Fig. 1: run 1, met2 routing
(4 px per um)
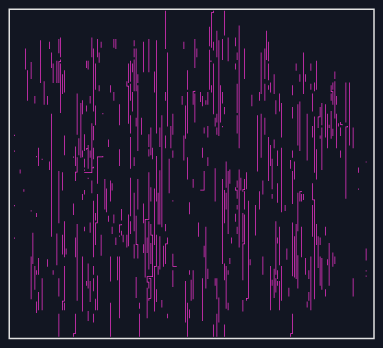
Fig. 2: run 1, sequential cells colored by netlist name
(4 px per um)
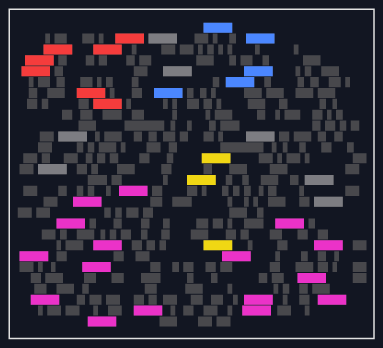
Fig. 3: run 1, local utilization
(4 px per um) The die is cut into 9 by 8 equal tiles; black is low, pale yellow is high, 0 to 100% covered.
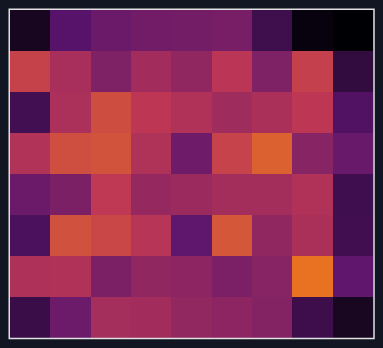
==> src/rtl/snake_game_sequencer_if.sv <==
// Game-flow bus between the snake sequencer and its debouncer, frame timing,
// board logic and score display.
interface snake_game_sequencer_if;
    logic        start_pulse;
    logic        frame_start;
    logic        food_eaten;
    logic        collision;
    logic        move_tick;
    logic        clear_board;
    logic [1:0]  state;
    logic [15:0] score;
    logic [2:0]  level;

    // Sequencer side: consumes event pulses, produces commands and display data.
    modport master (
        input  start_pulse, frame_start, food_eaten, collision,
        output move_tick, clear_board, state, score, level
    );

    // Environment side: board, debouncer, frame timing and display.
    modport slave (
        output start_pulse, frame_start, food_eaten, collision,
        input  move_tick, clear_board, state, score, level
    );
endinterface

==> src/rtl/snake_game_sequencer.sv <==
// Snake game flow: idle/play/pause/dead phases, frame-paced moves, BCD score and level.
// Latency: every output is registered, 1 cycle after the causing input pulse.
// Backpressure: none; single-cycle event pulses are consumed every cycle.
module snake_game_sequencer #(
    parameter int FRAMES_PER_MOVE_INIT = 8,
    parameter int FRAMES_PER_MOVE_MIN  = 2,
    parameter int POINTS_PER_LEVEL     = 5,
    parameter int DEATH_HOLD_FRAMES    = 120
) (
    input logic                   clk,
    input logic                   reset_n,
    snake_game_sequencer_if.master bus
);
    localparam int PW = $clog2(POINTS_PER_LEVEL + 1);

    typedef enum logic [1:0] {
        IDLE  = 2'b00,
        PLAY  = 2'b01,
        PAUSE = 2'b11,
        DEAD  = 2'b10
    } state_t;

    state_t         state_q, state_nxt;
    logic [4:0]     frame_cnt, frame_cnt_nxt;
    logic [PW-1:0]  point_cnt, point_cnt_nxt;
    logic [6:0]     hold_cnt, hold_cnt_nxt;
    logic [15:0]    score_q, score_nxt;
    logic [2:0]     level_q, level_nxt;
    logic           tick_nxt, clear_nxt;
    logic           move_tick_q, clear_board_q;
    logic [5:0]     period, period_m1;

    function automatic logic [15:0] bcd_inc(input logic [15:0] v);
        logic [15:0] r;
        logic        carry;
        r     = v;
        carry = 1'b1;
        for (int i = 0; i < 4; i++) begin
            if (carry) begin
                if (r[i*4 +: 4] == 4'd9) begin
                    r[i*4 +: 4] = 4'd0;
                end else begin
                    r[i*4 +: 4] = r[i*4 +: 4] + 4'd1;
                    carry       = 1'b0;
                end
            end
        end
        return r;
    endfunction

    // period = max(INIT - level, MIN), evaluated on the current registered level
    always_comb begin
        if (6'(FRAMES_PER_MOVE_INIT) >= {3'b000, level_q} + 6'(FRAMES_PER_MOVE_MIN))
            period = 6'(FRAMES_PER_MOVE_INIT) - {3'b000, level_q};
        else
            period = 6'(FRAMES_PER_MOVE_MIN);
        period_m1 = period - 6'd1;
    end

    always_comb begin
        state_nxt     = state_q;
        frame_cnt_nxt = frame_cnt;
        point_cnt_nxt = point_cnt;
        hold_cnt_nxt  = hold_cnt;
        score_nxt     = score_q;
        level_nxt     = level_q;
        tick_nxt      = 1'b0;
        clear_nxt     = 1'b0;

        unique case (state_q)
            IDLE: begin
                if (bus.start_pulse) begin
                    state_nxt     = PLAY;
                    clear_nxt     = 1'b1;
                    score_nxt     = 16'h0000;
                    level_nxt     = 3'd0;
                    frame_cnt_nxt = 5'd0;
                    point_cnt_nxt = '0;
                    hold_cnt_nxt  = 7'd0;
                end
            end
            PLAY: begin
                if (bus.collision) begin
                    state_nxt     = DEAD;
                    frame_cnt_nxt = 5'd0;
                    hold_cnt_nxt  = 7'd0;
                end else begin
                    // A pause request swallows a coincident frame so the count is not advanced
                    if (bus.start_pulse) begin
                        state_nxt = PAUSE;
                    end else if (bus.frame_start) begin
                        if ({1'b0, frame_cnt} >= period_m1) begin
                            frame_cnt_nxt = 5'd0;
                            tick_nxt      = 1'b1;
                        end else begin
                            frame_cnt_nxt = frame_cnt + 5'd1;
                        end
                    end
                    if (bus.food_eaten) begin
                        if (score_q != 16'h9999)
                            score_nxt = bcd_inc(score_q);
                        if (point_cnt == PW'(POINTS_PER_LEVEL - 1)) begin
                            point_cnt_nxt = '0;
                            if (level_q != 3'd7)
                                level_nxt = level_q + 3'd1;
                        end else begin
                            point_cnt_nxt = point_cnt + PW'(1);
                        end
                    end
                end
            end
            PAUSE: begin
                if (bus.start_pulse)
                    state_nxt = PLAY;
            end
            DEAD: begin
                if (bus.frame_start) begin
                    if (hold_cnt == 7'(DEATH_HOLD_FRAMES - 1)) begin
                        state_nxt    = IDLE;
                        hold_cnt_nxt = 7'd0;
                    end else begin
                        hold_cnt_nxt = hold_cnt + 7'd1;
                    end
                end
            end
            default: state_nxt = IDLE;
        endcase
    end

    always_ff @(posedge clk) begin
        if (!reset_n) begin
            state_q       <= IDLE;
            frame_cnt     <= 5'd0;
            point_cnt     <= '0;
            hold_cnt      <= 7'd0;
            score_q       <= 16'h0000;
            level_q       <= 3'd0;
            move_tick_q   <= 1'b0;
            clear_board_q <= 1'b0;
        end else begin
            state_q       <= state_nxt;
            frame_cnt     <= frame_cnt_nxt;
            point_cnt     <= point_cnt_nxt;
            hold_cnt      <= hold_cnt_nxt;
            score_q       <= score_nxt;
            level_q       <= level_nxt;
            move_tick_q   <= tick_nxt;
            clear_board_q <= clear_nxt;
        end
    end

    assign bus.state       = state_q;
    assign bus.score       = score_q;
    assign bus.level       = level_q;
    assign bus.move_tick   = move_tick_q;
    assign bus.clear_board = clear_board_q;
endmodule

==> src/flat_wrapper.sv <==
// flat-port wrapper written by rule: the top's interface ports become plain ports
module snake_game_sequencer_flat 
#(
    parameter int FRAMES_PER_MOVE_INIT = 8,
    parameter int FRAMES_PER_MOVE_MIN  = 2,
    parameter int POINTS_PER_LEVEL     = 5,
    parameter int DEATH_HOLD_FRAMES    = 120
)
  (clk, reset_n, bus_start_pulse, bus_frame_start, bus_food_eaten, bus_collision, bus_move_tick, bus_clear_board, bus_state, bus_score, bus_level);
  snake_game_sequencer_if bus_i ();
  input logic clk;
  input logic reset_n;
  input wire logic [$bits(bus_i.start_pulse)-1:0] bus_start_pulse;
  input wire logic [$bits(bus_i.frame_start)-1:0] bus_frame_start;
  input wire logic [$bits(bus_i.food_eaten)-1:0] bus_food_eaten;
  input wire logic [$bits(bus_i.collision)-1:0] bus_collision;
  output wire logic [$bits(bus_i.move_tick)-1:0] bus_move_tick;
  output wire logic [$bits(bus_i.clear_board)-1:0] bus_clear_board;
  output wire logic [$bits(bus_i.state)-1:0] bus_state;
  output wire logic [$bits(bus_i.score)-1:0] bus_score;
  output wire logic [$bits(bus_i.level)-1:0] bus_level;
  assign bus_i.start_pulse = bus_start_pulse;
  assign bus_i.frame_start = bus_frame_start;
  assign bus_i.food_eaten = bus_food_eaten;
  assign bus_i.collision = bus_collision;
  assign bus_move_tick = bus_i.move_tick;
  assign bus_clear_board = bus_i.clear_board;
  assign bus_state = bus_i.state;
  assign bus_score = bus_i.score;
  assign bus_level = bus_i.level;
  snake_game_sequencer #(.FRAMES_PER_MOVE_INIT(FRAMES_PER_MOVE_INIT), .FRAMES_PER_MOVE_MIN(FRAMES_PER_MOVE_MIN), .POINTS_PER_LEVEL(POINTS_PER_LEVEL), .DEATH_HOLD_FRAMES(DEATH_HOLD_FRAMES)) u_core (.clk(clk), .reset_n(reset_n), .bus(bus_i));
endmodule
==> config.mk <==
export PLATFORM = sky130hd
export DESIGN_NAME = snake_game_sequencer_flat
export DESIGN_NICKNAME = d
export VERILOG_FILES = /design/src/rtl/snake_game_sequencer_if.sv /design/src/rtl/snake_game_sequencer.sv /design/src/flat_wrapper.sv
export SDC_FILE = /design/constraint.sdc
export NUM_CORES = 1
export LEC_CHECK = 0
export CAP_MARGIN = 40
export CELL_PAD_IN_SITES_DETAIL_PLACEMENT = 1
export CELL_PAD_IN_SITES_GLOBAL_PLACEMENT = 2
export CORE_ASPECT_RATIO = 0.9
export CORE_UTILIZATION = 33
export CTS_CLUSTER_SIZE = 25
export DETAILED_ROUTE_END_ITERATION = 12
export GPL_ROUTABILITY_DRIVEN = 0
export PLACE_DENSITY_LB_ADDON = 0.1
export SLEW_MARGIN = 20
export SYNTH_ARGS = -nofsm -noshare
export SYNTH_HDL_FRONTEND = slang
export SYNTH_SLANG_ARGS = --single-unit
==> constraint.sdc <==
create_clock -name clk -period 2.9 [get_ports clk]
set_input_delay 0.725 -clock clk [delete_from_list [all_inputs] [get_ports clk]]
set_output_delay 0.725 -clock clk [all_outputs]
set_load 0.02 [all_outputs]
==> results.toml, run 1 <==
# implementation run metrics
[worst_setup_path]
worst_setup_path_start_kind = "register"
r2r_slack_ns = 0.25
path_cells = "inv_1, ha_1, nor2b_1, a21oi_1, ha_1, xnor2_1, ha_1, a21oi_1, o21ai_0, a31oi_2, o21ai_1, o21ai_0"
crit_type = "register to register"
end_kind = "register"
crit_path_max_incr_delay_ns = 0.42
cp_slowest_cell = "dfxtp_1"
cp_data_required_time_ns = 3.11

[clock_network]
clock_path_buffers = 2
cts_tree = "built"
post_cts_buffers = 0
cts_sinks = 38
htree_levels = 2
cts-root-buf = "clkbuf_8"
cts_buffers = 5
clk_latency_ns = 0.29

[global_routing]
grt-ovfl-total = 0
grt_max_degree = 22
grt_pass1_wl_um = 9630

[synth]
ys_area_sq_mm = 0.00234
synthCells = 274
xor_share_pct = 4.11
ys_sh_simple_pct = 24.5
ys_sh_adder_pct = 13.9
async_reset_ff_share_pct = 0
ys_sh_mux_pct = 1.76
synth_nets = 306
ys_sh_aoi_pct = 19.4
logic_family = "simple AND/OR/NAND/NOR gates"
top_area_cell = "dfxtp_1"
yosys_most_used_dff = "dfxtp_1"
area_leaders = "dfxtp_1 (32%), ha_1 (14%), nand2_1 (4.0%)"

[die]
ios = 29
die_x_um = 90.8
die_h_um = 81.9

[sta]
slew_headroom_pct = 54.6
rsz0062_at_grt = "false"
finalCriticalPeriod_ns = 2.65
tns_ns = 0
tightest_slew_ns = 0.673
finalHoldViolations = 0
period_used_pct = 91.3

[placed_design]
dpl_cell_area_sq_mm = 0.00277
hpwl_um = 4160
portBuffers = 28

[finish]
layout.cells.most_common_list = "dfxtp_1 (38), clkdlybuf4s50_1 (28), ha_1 (26)"
synthToLayoutAreaGrowth_pct = 23.0
stdcell_count = 401

[route]
ant_nets = 0
drt_iter0_markers = 38
drcViolationCount = 0
wire_per_inst_um = 13.9

[power]
p_per_area_mw_per_mm2 = 684
leakage_nw = 1.09

[run]
cap_violations = 0

[min_path]
hold_class = "register to register"

[outcome]
status = "completed"
About Fig. 1:
wire length on this layer: 2290 um
nets with wire on the layer: 281
DRT Wirelength: 5580 um
met2 usage: 25.1%
Vias: 2071

About Fig. 2:
| color | name in the netlist | flops |
|---|---|---|
| blue | `u_core.frame_cnt` | 5 |
| red | `u_core.hold_cnt` | 7 |
| magenta | `u_core.bus.score` | 16 |
| yellow | `u_core.point_cnt` | 3 |

About Fig. 3:
fullest tile: 67%
nearly empty tiles: 1.4%
emptiest ninth of the die: upper right
mean over tiles: 37%
Init Core Util: 34.8%
final core area utilization: 42.9%

==> run 1: routing by layer <==
metal	part of all wire, %	global-route usage [%]	up-vias
met5	0	0	-
met4	1.1	4.76	0
met3	3.4	4.17	6
met2	41	25.1	30
met1	54	22.7	978
li1	-	-	1057
==> run 1: worst paths after layout <==
path	startpoint	to	depth (start not counted)
max	u_core.bus.level[0]$_SDFFE_PN0P_	u_core.frame_cnt[1]$_SDFFE_PN0P_	12
min	u_core.point_cnt[1]$_SDFFE_PN0P_	u_core.point_cnt[1]$_SDFFE_PN0P_	2
max reg2reg	u_core.bus.level[0]$_SDFFE_PN0P_	u_core.frame_cnt[1]$_SDFFE_PN0P_	12
min reg2reg	u_core.point_cnt[1]$_SDFFE_PN0P_	u_core.point_cnt[1]$_SDFFE_PN0P_	2
==> run 1: cell families after synthesis <==
family / Yosys count
flops: 38
buf+inv: 24
fa+ha+maj: 26
mux: 4
simple gates: 105
xor+xnor: 11
compound gates: 66
==> run 1: synthesized netlist by cell type, types with 2 or more instances <==
| library cell | instances |
|---|---|
| nand4b_1 | 3 |
| nor2b_1 | 7 |
| nand2b_1 | 6 |
| mux2i_1 | 3 |
| xnor2_1 | 5 |
| nand3_1 | 12 |
| inv_1 | 18 |
| nand4_1 | 8 |
| ha_1 | 26 |
| nor2_1 | 14 |
| a211oi_1 | 2 |
| and3_1 | 5 |
| a311oi_1 | 2 |
| clkbuf_1 | 5 |
| a21boi_0 | 9 |
| nand3b_1 | 5 |
| nand2_1 | 25 |
| and2_1 | 5 |
| a21oi_1 | 13 |
| and3b_1 | 2 |
| a31oi_1 | 2 |
| nor3_1 | 5 |
| xor2_1 | 6 |
| dfxtp_1 | 38 |
| a21o_1 | 3 |
| or3_1 | 2 |
| o31ai_1 | 4 |
| a22oi_1 | 2 |
| o21ai_0 | 17 |
==> run 1: cell type report <==
cell class | instances | area [sq um] | share of cell area [%]
Timing Repair Buffer | 35 | 333 | 11.5
Clock inverter | 1 | 30.0 | 1.04
Multi-Input combinational cell | 212 | 1500 | 52.1
Tap cell | 90 | 113 | 3.91
Sequential cell | 38 | 761 | 26.4
Inverter | 18 | 67.6 | 2.34
Clock buffer | 7 | 76.3 | 2.65
==> run 1: state kept, by name, indices dropped and copies added (netlist names) <==
signal	cells
u_core.hold_cnt	7
u_core.point_cnt	3
u_core.bus.state	2
u_core.frame_cnt	5
u_core.bus.clear_board	1
u_core.bus.move_tick	1
u_core.bus.level	3
u_core.bus.score	16
==> run 1: power breakdown <==
part	leakage, nW	switching [mW]	internal [mW]
Clock	0.0524	0.185	0.257
Combinational	0.731	0.524	0.368
Sequential	0.307	0.0639	0.574
==> run 1: stage by stage <==
stage	worst slack (ns)	util (%)	total power [mW]	hold slack (ns)
floorplan	0.338	-	1.25	0.448
global placement	0.295	41.1	1.53	0.474
detailed placement	0.138	41.1	1.54	0.482
CTS	0.118	42.7	2.00	0.495
global route	0.0102	42.9	2.14	0.502
finish	0.252	42.9	1.97	0.492
==> run 1: timing repair <==
item / in CTS / in global routing
resized: 0 / 3
endpoints found under the setup margin: 0 / 4
hold buffers: 0 / 0
==> run 1 -> run 2 <==
--- a/config.mk
+++ b/config.mk
@@ -7,2 +7,3 @@
 export LEC_CHECK = 0
+export ABC_CLOCK_PERIOD_IN_PS = 2600
 export CAP_MARGIN = 40
==> constraint.sdc (replaced) <==
create_clock -name clk -period 2.6 [get_ports clk]
set_input_delay 0.65 -clock clk [delete_from_list [all_inputs] [get_ports clk]]
set_output_delay 0.65 -clock clk [all_outputs]
set_load 0.05 [all_outputs]
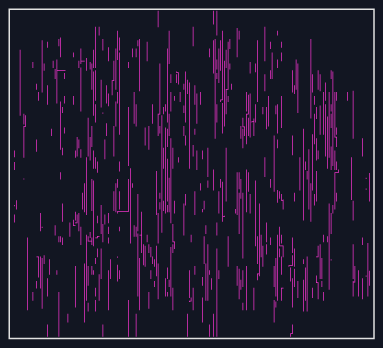
Fig. 4. Met2 routing (run 2).
(4 px per um)
DRT Wirelength: 5650 um
Vias: 2075
met2 usage: 24.0%

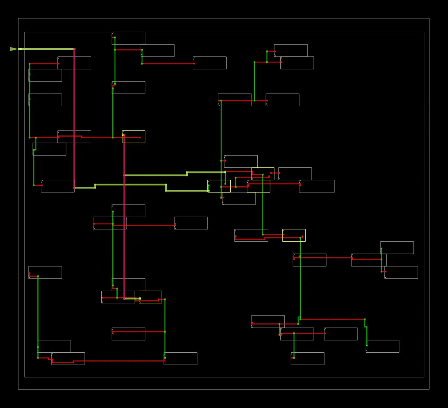
Fig. 5. Clock routing (run 2).
Setup Skew: 0.00666 ns
Latency at later pin: 0.29 ns
Sink Count: 38
clk pwr: 0.406 mW

==> run 2 against run 1 <==
  * Clock skew is 0.0033 ns lower
  * Via count is 0.19% higher
  * Highest routed layer unchanged
  * Utilization is 0.82 points higher
  * Fmax is 9.1% higher
  * Synthesized area stayed put
  * First-iteration DRC count is 21% higher
  * Power is 15% higher
  * Final cell count is 1.5% higher
  * Hold slack hardly changed
==> results.toml, run 2 <==
# implementation run metrics
[placed_design]
portBuffers = 28
pre_cts_slack_ns = 0.0115
hpwl_um = 4350

[route]
top_layer = "met4"
wire_per_inst_um = 13.9
vias_per_cell = 5.10
wl_met3_um = 126
wl_met2_um = 2400
wl_met1_um = 3060
drcViolationCount = 0
ant_nets = 0
drt_iter0_markers = 46

[finish]
synthToLayoutAreaGrowth_pct = 25.4
ff_latch_area_sq_um = 763
layout.cells.most_common_list = "dfxtp_1 (36), clkdlybuf4s50_1 (28), nand2_1 (25)"
largest_reg_flops = 16
layout.cells.most_common = "dfxtp_1"

[die]
die_x_um = 90.8
initCoreUtil_pct = 34.8
ios = 29
die_h_um = 81.9

[synth]
yosys_most_used_dff = "dfxtp_1"
synth_nets = 306
area_leaders = "dfxtp_1 (32%), ha_1 (14%), nand2_1 (4.0%)"
edf_count = 0
syn_area_sq_mm = 0.00234
async_reset_ff_share_pct = 0
post-synth-top-count-cell = "dfxtp_1"
synthCells = 274
top_area_cell = "dfxtp_1"

[sta]
tightest_slew_ns = 0.513
finalCriticalPeriod_ns = 2.43
slew_headroom_pct = 65.5
tns_ns = 0
postLayoutSetupSlackWorst_ns = 0.172
period_used_pct = 93.4
finalHoldViolations = 0
whs_ns = 0.492

[worst_setup_path]
cp_data_required_time_ns = 2.80
r2r_slack_ns = 0.17
end_kind = "register"
crit_cells = 12
crit_type = "register to register"
crit_path_max_incr_delay_ns = 0.32
cp_slowest_cell = "dfxtp_2"
r2r_start = "u_core.bus.level[0]$_SDFFE_PN0P_"
worst_setup_path_start_kind = "register"
r2r-end = "u_core.frame_cnt[2]$_SDFFE_PN0P_"

[global_routing]
grt_max_degree = 14
grt_pass1_wl_um = 9490
grt-ovfl-total = 0

[clock_network]
clock_path_buffers = 2
cts_tree = "built"
htree_levels = 2
hold_buffers = 0
cts-root-buf = "clkbuf_8"

[min_path]
min-delay-start = "u_core.point_cnt[0]$_SDFFE_PN0P_"
hold_end = "u_core.point_cnt[0]$_SDFFE_PN0P_"
worstHoldPathCells = 2
hold_class = "register to register"

[run]
cap_violations = 0

[power]
leakage_nw = 1.12
ir_drop_uv = 410
finalPower_mw = 2.27

[outcome]
status = "completed"
==> run 2: final cells by class <==
class / instances / area share (%)
Multi-Input combinational cell: 212 / 51.7
Sequential cell: 38 / 26.0
Clock buffer: 6 / 2.81
Tap cell: 90 / 3.83
Inverter: 18 / 2.30
Timing Repair Buffer: 43 / 13.4
==> run 2: cells by family (layout without fill, tap and decap cells) <==
logic type / after synthesis / count (layout) / share of synthesized area, %
xor+xnor: 11 / 11 / 4.11
mux: 4 / 4 / 1.76
fa+ha+maj: 26 / 26 / 13.9
flops: 38 / 38 / 32.5
simple gates: 105 / 105 / 24.5
buf+inv: 24 / 67 / 3.90
compound gates: 66 / 66 / 19.4
==> run 2: worst max-delay path by stage <==
stage                                       endpoint  slack (ns)
floorplan           u_core.frame_cnt[2]$_SDFFE_PN0P_       0.008
global placement    u_core.frame_cnt[1]$_SDFFE_PN0P_        0.07
detailed placement  u_core.frame_cnt[0]$_SDFFE_PN0P_        0.01
CTS                 u_core.frame_cnt[0]$_SDFFE_PN0P_        0.04
global route        u_core.frame_cnt[2]$_SDFFE_PN0P_       -0.01
finish              u_core.frame_cnt[2]$_SDFFE_PN0P_        0.17
==> run 2: layer usage <==
layer	GRT usage (%)	up-vias
met5	0	-
met2	24.0	21
met1	22.7	973
met3	3.52	5
met4	5.87	0
li1	-	1076
==> run 2: worst register-to-register path, stage by stage (launching register included) <==
cell	delay (ns)
dfxtp_2	0.32
inv_2	0.10
ha_2	0.21
nor2b_2	0.05
a21o_1	0.20
ha_1	0.20
xnor2_1	0.13
ha_1	0.32
a21oi_2	0.12
o21ai_1	0.10
a31oi_2	0.27
nor2_1	0.08
o31ai_1	0.23
==> run 2: report_power, final <==
| group | switching [mW] | leakage [nW] | internal, mW | total [mW] |
|---|---|---|---|---|
| clock | 0.202 | 0.0431 | 0.205 | 0.406 |
| sequential | 0.0685 | 0.308 | 0.641 | 0.710 |
| combinational | 0.696 | 0.768 | 0.462 | 1.16 |
==> run 2: through the flow <==
stage               instance area, sq um  std cells  util, %
global route                        2940        407     43.7
finish                              2940        407     43.7
CTS                                 2900        405     43.1
floorplan                           2350        274        -
global placement                    2810        399     41.8
detailed placement                  2810        399     41.8
==> run 2: timing repair <==
item,4_1_cts,5_1_grt
resized,1,9
pin swaps,0,2
setup endpoints to repair,2,5
buffers inserted,0,2
Power is estimated from default activity; no workload was simulated.
